`config.mk`:
```
export PLATFORM = sky130hd
export DESIGN_NAME = multicycle_ctrl_flat
export DESIGN_NICKNAME = d
export VERILOG_FILES = /design/src/rtl/multicycle_ctrl_if.sv /design/src/rtl/multicycle_ctrl.sv /design/src/flat_wrapper.sv
export SDC_FILE = /design/constraint.sdc
export NUM_CORES = 1
export LEC_CHECK = 0
export CORE_MARGIN = 2
export CORE_UTILIZATION = 49
export CTS_BUF_LIST = sky130_fd_sc_hd__clkbuf_8 sky130_fd_sc_hd__clkbuf_16
export CTS_CLUSTER_SIZE = 14
export DETAILED_ROUTE_END_ITERATION = 10
export PLACE_DENSITY = 0.84
export RECOVER_POWER = 100
export SLEW_MARGIN = 10
export SYNTH_ARGS = -nofsm -noshare
export SYNTH_HDL_FRONTEND = slang
export SYNTH_SLANG_ARGS = --single-unit
```
`constraint.sdc`:
```
create_clock -name clk -period 2.8 [get_ports clk]
set_clock_uncertainty 0.05 [all_clocks]
set_input_delay 0.28 -clock clk [delete_from_list [all_inputs] [get_ports clk]]
set_output_delay 0.28 -clock clk [all_outputs]
set_load 0.01 [all_outputs]
```
`src/rtl/multicycle_ctrl_if.sv`:
```
// Memory-side bus of the multicycle controller: instruction fetch handshake
// plus data read/write request strobes.
interface multicycle_ctrl_if;
  // Handshake: in IF, instr is taken on the first cycle imem_ready=1.
  // In MEM, MemRead/MemWrite is the request; it stays high every cycle
  // until the first cycle dmem_ready=1, which completes the access.
  logic [31:0] instr;
  logic        imem_ready;
  logic        dmem_ready;
  logic        MemRead;
  logic        MemWrite;

  modport master (
    input  instr,
    input  imem_ready,
    input  dmem_ready,
    output MemRead,
    output MemWrite
  );

  modport slave (
    output instr,
    output imem_ready,
    output dmem_ready,
    input  MemRead,
    input  MemWrite
  );
endinterface

```
`src/rtl/multicycle_ctrl.sv`:
```
// Multicycle RV32 subset controller (IF/ID/EX/MEM/WB/TRAP) with registered outputs.
// Optional performance counters are built when MC_PERF_CNT_EN is defined.
module multicycle_ctrl #(
  parameter int MEM_TIMEOUT = 15,
  parameter int CNT_WIDTH   = 32
) (
  input  logic                 clk,
  input  logic                 rst,
  multicycle_ctrl_if.master    mem,
  input  logic                 Zero,
  input  logic                 Lt,
  output logic                 ALUSrc,
  output logic                 RegWrite,
  output logic                 MemToReg,
  output logic                 loadPC,
  output logic [3:0]           ALUCtrl,
  output logic [1:0]           PCSrc,
  output logic [2:0]           state,
  output logic                 illegal
`ifdef MC_PERF_CNT_EN
  ,
  output logic [CNT_WIDTH-1:0] cycle_cnt,
  output logic [CNT_WIDTH-1:0] instret_cnt
`endif
);

  typedef enum logic [2:0] {
    S_IF   = 3'd0,
    S_ID   = 3'd1,
    S_EX   = 3'd2,
    S_MEM  = 3'd3,
    S_WB   = 3'd4,
    S_TRAP = 3'd5
  } state_e;

  localparam logic [3:0] ALU_AND  = 4'b0000;
  localparam logic [3:0] ALU_OR   = 4'b0001;
  localparam logic [3:0] ALU_ADD  = 4'b0010;
  localparam logic [3:0] ALU_SUB  = 4'b0110;
  localparam logic [3:0] ALU_SLT  = 4'b0111;
  localparam logic [3:0] ALU_SRL  = 4'b1000;
  localparam logic [3:0] ALU_SLL  = 4'b1001;
  localparam logic [3:0] ALU_SRA  = 4'b1010;
  localparam logic [3:0] ALU_XOR  = 4'b1101;
  localparam logic [3:0] ALU_PASS = 4'b1111;

  localparam int WAIT_W = (MEM_TIMEOUT > 2) ? $clog2(MEM_TIMEOUT) : 1;
  localparam logic [WAIT_W-1:0] WAIT_LAST = WAIT_W'((MEM_TIMEOUT > 0) ? MEM_TIMEOUT - 1 : 0);

  typedef struct packed {
    logic       legal;
    logic       alu_src;
    logic [3:0] alu_ctrl;
    logic       is_load;
    logic       is_store;
    logic       is_branch;
    logic       is_jal;
    logic       reg_write;
  } dec_t;

  // Illegal encodings decode to all-zero so they drive nothing on the way to TRAP.
  function automatic dec_t decode(input logic [31:0] ir);
    dec_t       d;
    logic [6:0] op;
    logic [2:0] f3;
    logic [6:0] f7;
    op = ir[6:0];
    f3 = ir[14:12];
    f7 = ir[31:25];
    d  = '0;
    case (op)
      7'b0110011: begin
        d.legal     = 1'b1;
        d.reg_write = 1'b1;
        if (f7 == 7'b0000000) begin
          case (f3)
            3'b000:  d.alu_ctrl = ALU_ADD;
            3'b001:  d.alu_ctrl = ALU_SLL;
            3'b010:  d.alu_ctrl = ALU_SLT;
            3'b100:  d.alu_ctrl = ALU_XOR;
            3'b101:  d.alu_ctrl = ALU_SRL;
            3'b110:  d.alu_ctrl = ALU_OR;
            3'b111:  d.alu_ctrl = ALU_AND;
            default: d.legal    = 1'b0;
          endcase
        end else if (f7 == 7'b0100000) begin
          case (f3)
            3'b000:  d.alu_ctrl = ALU_SUB;
            3'b101:  d.alu_ctrl = ALU_SRA;
            default: d.legal    = 1'b0;
          endcase
        end else begin
          d.legal = 1'b0;
        end
      end
      7'b0010011: begin
        d.legal     = 1'b1;
        d.alu_src   = 1'b1;
        d.reg_write = 1'b1;
        case (f3)
          3'b000: d.alu_ctrl = ALU_ADD;
          3'b010: d.alu_ctrl = ALU_SLT;
          3'b100: d.alu_ctrl = ALU_XOR;
          3'b110: d.alu_ctrl = ALU_OR;
          3'b111: d.alu_ctrl = ALU_AND;
          3'b001: begin
            d.alu_ctrl = ALU_SLL;
            d.legal    = (f7 == 7'b0000000);
          end
          3'b101: begin
            if (f7 == 7'b0000000)      d.alu_ctrl = ALU_SRL;
            else if (f7 == 7'b0100000) d.alu_ctrl = ALU_SRA;
            else                       d.legal    = 1'b0;
          end
          default: d.legal = 1'b0;
        endcase
      end
      7'b0000011: begin
        d.legal     = 1'b1;
        d.alu_src   = 1'b1;
        d.alu_ctrl  = ALU_ADD;
        d.is_load   = 1'b1;
        d.reg_write = 1'b1;
      end
      7'b0100011: begin
        d.legal    = 1'b1;
        d.alu_src  = 1'b1;
        d.alu_ctrl = ALU_ADD;
        d.is_store = 1'b1;
      end
      7'b0110111: begin
        d.legal     = 1'b1;
        d.alu_src   = 1'b1;
        d.alu_ctrl  = ALU_PASS;
        d.reg_write = 1'b1;
      end
      7'b1101111: begin
        d.legal     = 1'b1;
        d.alu_ctrl  = ALU_ADD;
        d.is_jal    = 1'b1;
        d.reg_write = 1'b1;
      end
      7'b1100011: begin
        d.alu_ctrl  = ALU_SUB;
        d.is_branch = 1'b1;
        d.legal     = (f3 == 3'b000) || (f3 == 3'b001) || (f3 == 3'b100) || (f3 == 3'b101);
      end
      default: d.legal = 1'b0;
    endcase
    if (!d.legal) d = '0;
    return d;
  endfunction

  state_e            state_q, state_d;
  logic [31:0]       ir_q, ir_d;
  logic [WAIT_W-1:0] wait_q, wait_d;
  logic              alu_src_q, alu_src_d;
  logic [3:0]        alu_ctrl_q, alu_ctrl_d;
  logic              reg_write_q, reg_write_d;
  logic              mem_to_reg_q, mem_to_reg_d;
  logic              load_pc_q, load_pc_d;
  logic              mem_read_q, mem_read_d;
  logic              mem_write_q, mem_write_d;
  logic [1:0]        pc_src_q, pc_src_d;
  logic              illegal_q, illegal_d;
  dec_t              dec_q, dec_d;
  logic              taken;
  logic              in_dp;

  assign dec_q = decode(ir_q);

  always_comb begin
    case (ir_q[14:12])
      3'b000:  taken = Zero;
      3'b001:  taken = !Zero;
      3'b100:  taken = Lt;
      3'b101:  taken = !Lt;
      default: taken = 1'b0;
    endcase
  end

  always_comb begin
    state_d = state_q;
    ir_d    = ir_q;
    wait_d  = wait_q;
    case (state_q)
      S_IF: begin
        if (mem.imem_ready) begin
          ir_d    = mem.instr;
          state_d = S_ID;
        end
      end
      S_ID: state_d = dec_q.legal ? S_EX : S_TRAP;
      S_EX: begin
        state_d = (dec_q.is_load || dec_q.is_store) ? S_MEM : S_WB;
        wait_d  = '0;
      end
      S_MEM: begin
        // Completion on the last allowed cycle takes priority over the timeout.
        if (mem.dmem_ready)                                     state_d = S_WB;
        else if ((MEM_TIMEOUT > 0) && (wait_q == WAIT_LAST))    state_d = S_TRAP;
        else                                                    wait_d  = wait_q + 1'b1;
      end
      S_WB:    state_d = S_IF;
      S_TRAP:  state_d = S_TRAP;
      default: state_d = S_IF;
    endcase

    // Outputs are computed for the state being entered so they can be registered.
    dec_d        = decode(ir_d);
    in_dp        = (state_d == S_ID) || (state_d == S_EX) || (state_d == S_MEM) || (state_d == S_WB);
    alu_src_d    = in_dp && dec_d.alu_src;
    alu_ctrl_d   = in_dp ? dec_d.alu_ctrl : 4'b0000;
    mem_read_d   = (state_d == S_MEM) && dec_d.is_load;
    mem_write_d  = (state_d == S_MEM) && dec_d.is_store;
    reg_write_d  = (state_d == S_WB) && dec_d.reg_write;
    mem_to_reg_d = (state_d == S_WB) && dec_d.is_load;
    load_pc_d    = (state_d == S_WB);
    pc_src_d     = 2'd0;
    if (state_d == S_WB) begin
      if (dec_d.is_jal)                pc_src_d = 2'd2;
      else if (dec_d.is_branch && taken) pc_src_d = 2'd1;
    end
    illegal_d    = (state_d == S_TRAP);
  end

  always_ff @(posedge clk or negedge rst) begin
    if (!rst) begin
      state_q      <= S_IF;
      ir_q         <= '0;
      wait_q       <= '0;
      alu_src_q    <= 1'b0;
      alu_ctrl_q   <= 4'b0000;
      reg_write_q  <= 1'b0;
      mem_to_reg_q <= 1'b0;
      load_pc_q    <= 1'b0;
      mem_read_q   <= 1'b0;
      mem_write_q  <= 1'b0;
      pc_src_q     <= 2'd0;
      illegal_q    <= 1'b0;
    end else begin
      state_q      <= state_d;
      ir_q         <= ir_d;
      wait_q       <= wait_d;
      alu_src_q    <= alu_src_d;
      alu_ctrl_q   <= alu_ctrl_d;
      reg_write_q  <= reg_write_d;
      mem_to_reg_q <= mem_to_reg_d;
      load_pc_q    <= load_pc_d;
      mem_read_q   <= mem_read_d;
      mem_write_q  <= mem_write_d;
      pc_src_q     <= pc_src_d;
      illegal_q    <= illegal_d;
    end
  end

  assign state        = state_q;
  assign ALUSrc       = alu_src_q;
  assign ALUCtrl      = alu_ctrl_q;
  assign RegWrite     = reg_write_q;
  assign MemToReg     = mem_to_reg_q;
  assign loadPC       = load_pc_q;
  assign mem.MemRead  = mem_read_q;
  assign mem.MemWrite = mem_write_q;
  assign PCSrc        = pc_src_q;
  assign illegal      = illegal_q;

  logic unused_ir;
  assign unused_ir = ^{ir_q[31:15], ir_q[11:7]};

`ifdef MC_PERF_CNT_EN
  logic [CNT_WIDTH-1:0] cycle_q;
  logic [CNT_WIDTH-1:0] instret_q;

  always_ff @(posedge clk or negedge rst) begin
    if (!rst) begin
      cycle_q   <= '0;
      instret_q <= '0;
    end else begin
      if (state_q != S_TRAP) cycle_q   <= cycle_q + 1'b1;
      if (state_q == S_WB)   instret_q <= instret_q + 1'b1;
    end
  end

  assign cycle_cnt   = cycle_q;
  assign instret_cnt = instret_q;
`endif

endmodule
```
`src/flat_wrapper.sv`:
```
// flat-port wrapper written by rule: the top's interface ports become plain ports
module multicycle_ctrl_flat 
#(
  parameter int MEM_TIMEOUT = 15,
  parameter int CNT_WIDTH   = 32
)
  (clk, rst, Zero, Lt, ALUSrc, RegWrite, MemToReg, loadPC, ALUCtrl, PCSrc, state, illegal, mem_instr, mem_imem_ready, mem_dmem_ready, mem_MemRead, mem_MemWrite);
  multicycle_ctrl_if mem_i ();
  input  logic clk;
  input  logic rst;
  input  logic Zero;
  input  logic Lt;
  output logic ALUSrc;
  output logic RegWrite;
  output logic MemToReg;
  output logic loadPC;
  output logic [3:0] ALUCtrl;
  output logic [1:0] PCSrc;
  output logic [2:0] state;
  output logic illegal;
  input wire logic [$bits(mem_i.instr)-1:0] mem_instr;
  input wire logic [$bits(mem_i.imem_ready)-1:0] mem_imem_ready;
  input wire logic [$bits(mem_i.dmem_ready)-1:0] mem_dmem_ready;
  output wire logic [$bits(mem_i.MemRead)-1:0] mem_MemRead;
  output wire logic [$bits(mem_i.MemWrite)-1:0] mem_MemWrite;
  assign mem_i.instr = mem_instr;
  assign mem_i.imem_ready = mem_imem_ready;
  assign mem_i.dmem_ready = mem_dmem_ready;
  assign mem_MemRead = mem_i.MemRead;
  assign mem_MemWrite = mem_i.MemWrite;
  multicycle_ctrl #(.MEM_TIMEOUT(MEM_TIMEOUT), .CNT_WIDTH(CNT_WIDTH)) u_core (.clk(clk), .rst(rst), .mem(mem_i), .Zero(Zero), .Lt(Lt), .ALUSrc(ALUSrc), .RegWrite(RegWrite), .MemToReg(MemToReg), .loadPC(loadPC), .ALUCtrl(ALUCtrl), .PCSrc(PCSrc), .state(state), .illegal(illegal));
endmodule
```
==> impl_metrics.ini, run 1 <==
; yosys + openroad results
[run_status]
outcome = finished with violations
violations = max-capacitance violations, max-slew violations

[clock_network]
cts_buffer_depth = 2
cts_tree = built
post_cts_buffers = 0
cts_sinks = 37
htreeDepth = 2
root_buffer = clkbuf_8

[final_timing]
finalHoldViolCount = 0
fmax_mhz = 383.5
setup_slack_ns = 0.1926
post-route-min-period_ns = 2.607
slew_viol_final = 38
relSlewSlack_pct = -29.73
rsz0062_at_grt = no

[yosys]
synthTopLogicFamily = simple AND/OR/NAND/NOR gates
synth.most_common_cell = nand2_1
ys_sh_adder_pct = 1.091
ys_cells = 266
syn_inst = 266
ys.flops = 37
top_area_cell = dfrtp_1
ff_type = dfrtp_1
common_cells = 53 x nand2_1, 37 x dfrtp_1, 17 x nor2_1, 15 x o21ai_0, 12 x inv_1
top_cells_by_area = dfrtp_1 40%, nand2_1 8.7%, mux2i_1 3.5%
synth-async-reset-ratio_pct = 100.0
simple_gate_area_share_pct = 28.97
synth.avg_cell_area_um2 = 8.622
edf_count = 0
yosys.area_share.aoi_pct = 19.59
yosys_area_um2 = 2293
top_area_share_pct = 40.37

[placement]
place_inst = 358
globalplace.congestion = 0.9610
dpl.hpwl_mm = 4.211
numPortBuffers = 38
dpl_cell_area_um2 = 2789

[floorplan]
die_h_um = 72.42
n_tap_cell = 52
fp_util_pct = 51.60
dieArea_um2 = 5244
rows = 24
die_w_um = 72.42
core_um2 = 4444

[detailed_routing]
drt_iter0_drc = 131
dr.pass1.iters = 4
detail-route-antenna-nets = 0
routed_wl_mm = 5.681

[layout]
fillers = 396
design_area_um2 = 2867
final_util_pct = 64.50
comb_share_pct = 43.74
inverters = 12
ff_count = 37
area_share_nonclk_buffers_pct = 15.93
mostFrequentLayoutCell = nand2_1
drive_gt1_share_pct = 8.280
fin_cells = 366
regMostFlops = u_core.ir_q
clock_tree_area_fraction_pct = 4.190
nClkBuffers = 6

[worst_setup_path]
cp_top_family = simple AND/OR/NAND/NOR gates
worstRegToRegCells = 6
path_buffers = 0
endpoint_kind = flip-flop
worstPathMaxFanout = 6
crit_required_ns = 2.94
start_kind = flip-flop
path_cells = or3_1 -> or4_4 -> a221o_1 -> a32o_1 -> o211a_4 -> nor3_1
r2r-end = u_core.RegWrite
crit_type = reg -> reg

[grt]
grt_overflow_total = 0
grt_pass1_wl_mm = 9.370
grt_pass1_vias = 2056

[power]
comb_cell_power_mw = 1.10
cellPowerDensity_nw_per_um2 = 868.5
switchingPower_mw = 1.051
intPower_mw = 1.438
power_frac_seq_pct = 36.4
ir_drop_mv = 0.3895
p_seq_mw = 0.907
power_mw = 2.490

[worst_hold_path]
hp-class = reg -> reg
min_path_cells = 2

[flow_run]
cap_violations = 1
warning_count = 42
==> run 1: per-layer routing <==
layer / track usage (%) / vias to the layer above / wire length, um
li1: - / 1064 / -
met1: 30.09 / 1011 / 2620
met2: 38.23 / 69 / 2663
met3: 3.472 / 13 / 298
met4: 7.613 / 0 / 99
met5: 0 / - / 0
==> run 1: how the worst max path moves through the flow <==
stage	from	to	slack, ns	depth (start not counted)
floorplan	u_core.state[2]	u_core.ALUCtrl[2]	0.36	9
global placement	mem_imem_ready	u_core.ALUCtrl[2]	0.16	7
detailed placement	mem_imem_ready	u_core.RegWrite	0.12	7
CTS	u_core.ir_q[2]	u_core.RegWrite	0.33	6
global route	u_core.ir_q[2]	u_core.ALUCtrl[0]	0.14	6
finish	u_core.ir_q[2]	u_core.RegWrite	0.19	6
run_1/m1.png
Bar = 20 um.
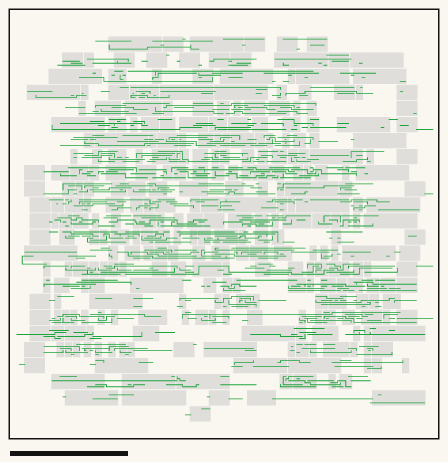
longest straight run: 31.3 um
wire length on this layer: 2,620 um
main direction: horizontal
share of all routed wire: 46%
nets with wire on the layer: 306

run_1/m2.png
Bar = 20 um.
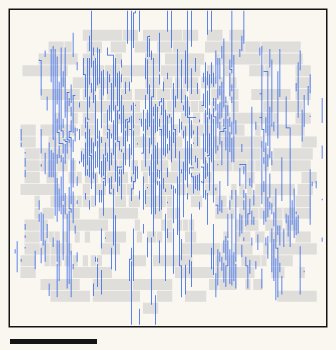
share of all routed wire: 47%
longest straight run: 38.1 um
wire length on this layer: 2,660 um

run_1/m3.png
Bar = 20 um.
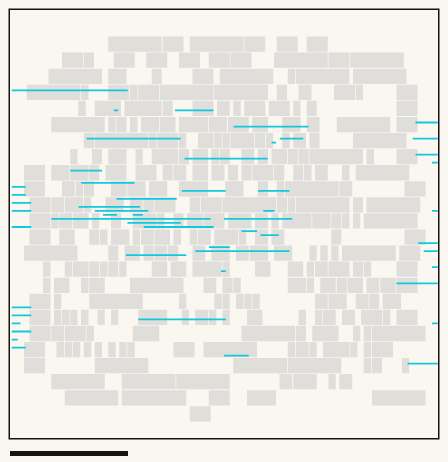
wire length on this layer: 298 um
nets with wire on the layer: 43
share of all routed wire: 5.3%
longest straight run: 26.7 um

run_1/congestion_map.png
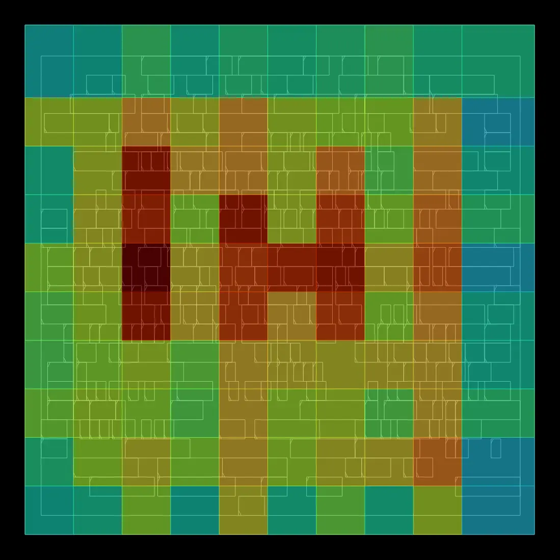

==> run 2: changes to the inputs <==
Settings changed: HOLD_SLACK_MARGIN from default to 0.15, PLACE_DENSITY 0.84 to 0.86.
run_2/congestion_map.png
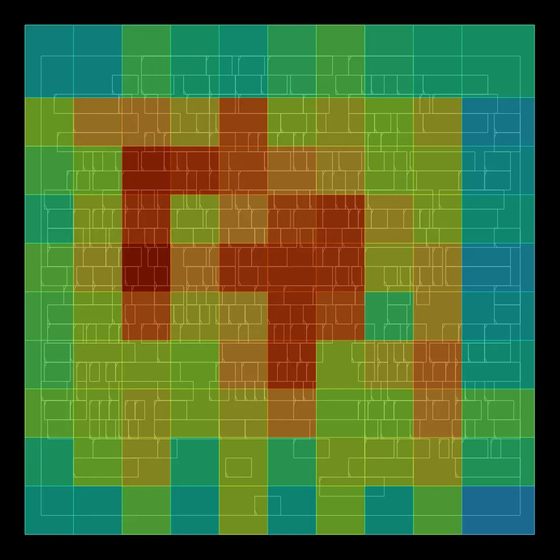
busiest layer in global routing: met2
final core occ: 64.58%
GRT Overall Usage: 22.43%

run_2/m2.png
Bar = 20 um.
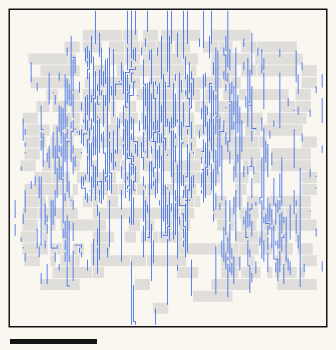
main direction: vertical
longest straight run: 30.4 um
wire length on this layer: 2,610 um

==> run 2 against run 1 <==
Critical path type unchanged. Power down 1.8%. Area after synthesis is the same. Count of clock-buffer cells in the layout fell by 1. The run still ends with max-capacitance violations, max-slew violations left. Sequential power about the same. Routed wire length down 5.6%. Register-to-register slack better by 0.05 ns. Clock power down 3%. Worst setup slack improved by 0.053 ns. Maximum frequency rose by 2.1%. Via count up 1.4%. Worst hold slack lost 0.0092 ns. First-iteration DRC count grew 1.5%.
==> impl_metrics.ini, run 2 <==
; yosys + openroad results
[final_timing]
post-route-min-period_ns = 2.555
slew_viol_final = 38

[yosys]
synth-async-reset-ratio_pct = 100.0
simple_gate_area_share_pct = 28.97
syn_inst = 266
edf_count = 0
top_cells_by_area = dfrtp_1 40%, nand2_1 8.7%, mux2i_1 3.5%
ys.flops = 37
yosys.area_share.aoi_pct = 19.59
synth.avg_cell_area_um2 = 8.622
ff_type = dfrtp_1
top_area_cell = dfrtp_1
synth.most_common_cell = nand2_1

[run_status]
violations = max-capacitance violations, max-slew violations
outcome = finished with violations

[detailed_routing]
dr.pass1.iters = 4
maxUsedRoutingLayer = met4
drt_iter0_drc = 133
met1Wirelength_mm = 2.363

[worst_setup_path]
r2r-end = u_core.ALUCtrl[2]
worstPathMaxFanout = 6
crit_required_ns = 2.96
cp_top_family = simple AND/OR/NAND/NOR gates
start_kind = flip-flop
worstRegToRegCells = 6
path_cells = or3_1 -> or4_4 -> a221o_1 -> a32o_1 -> o211a_4 -> nor3_1

[worst_hold_path]
hp-class = reg -> reg
min_path_cells = 2

[floorplan]
die_h_um = 72.42
dieArea_um2 = 5244
core_um2 = 4444

[power]
comb_cell_power_mw = 1.07
switchingPower_mw = 1.034
cellPowerDensity_nw_per_um2 = 851.8
p_seq_mw = 0.908
intPower_mw = 1.411

[flow_run]
cap_violations = 1
warning_count = 42

[placement]
numPortBuffers = 38
globalplace.congestion = 0.9229
dpl.hpwl_mm = 4.044
place_inst = 357

[layout]
mostFrequentLayoutCell = nand2_1
fillers = 381
regMostFlops = u_core.ir_q
fin_cells = 366

[grt]
grtUsageMet1_pct = 30.12

[clock_network]
cts_tree = built
[run 2: final cells by class]
cell class,count,area share (%)
clock buffer,5,2.398
clock inverter,3,1.613
inverter,12,1.569
multi-input combinational,206,43.90
sequential,37,32.26
tap,52,2.267
timing repair buffer,51,16.00
[run 2: worst max-delay path by stage]
stage,startpoint,to,slack [ns],cells after the start
detailed placement,mem_imem_ready,u_core.ALUCtrl[3],0.07,9
global route,u_core.state[2],u_core.ALUCtrl[3],0.03,8
CTS,u_core.state[2],u_core.ALUCtrl[3],0.28,8
floorplan,u_core.state[2],u_core.ALUCtrl[2],0.36,9
finish,u_core.ir_q[2],u_core.ALUCtrl[2],0.25,6
global placement,mem_imem_ready,u_core.ALUCtrl[3],0.12,9
Power figures rest on the tool's default switching activity, not on a simulated workload.
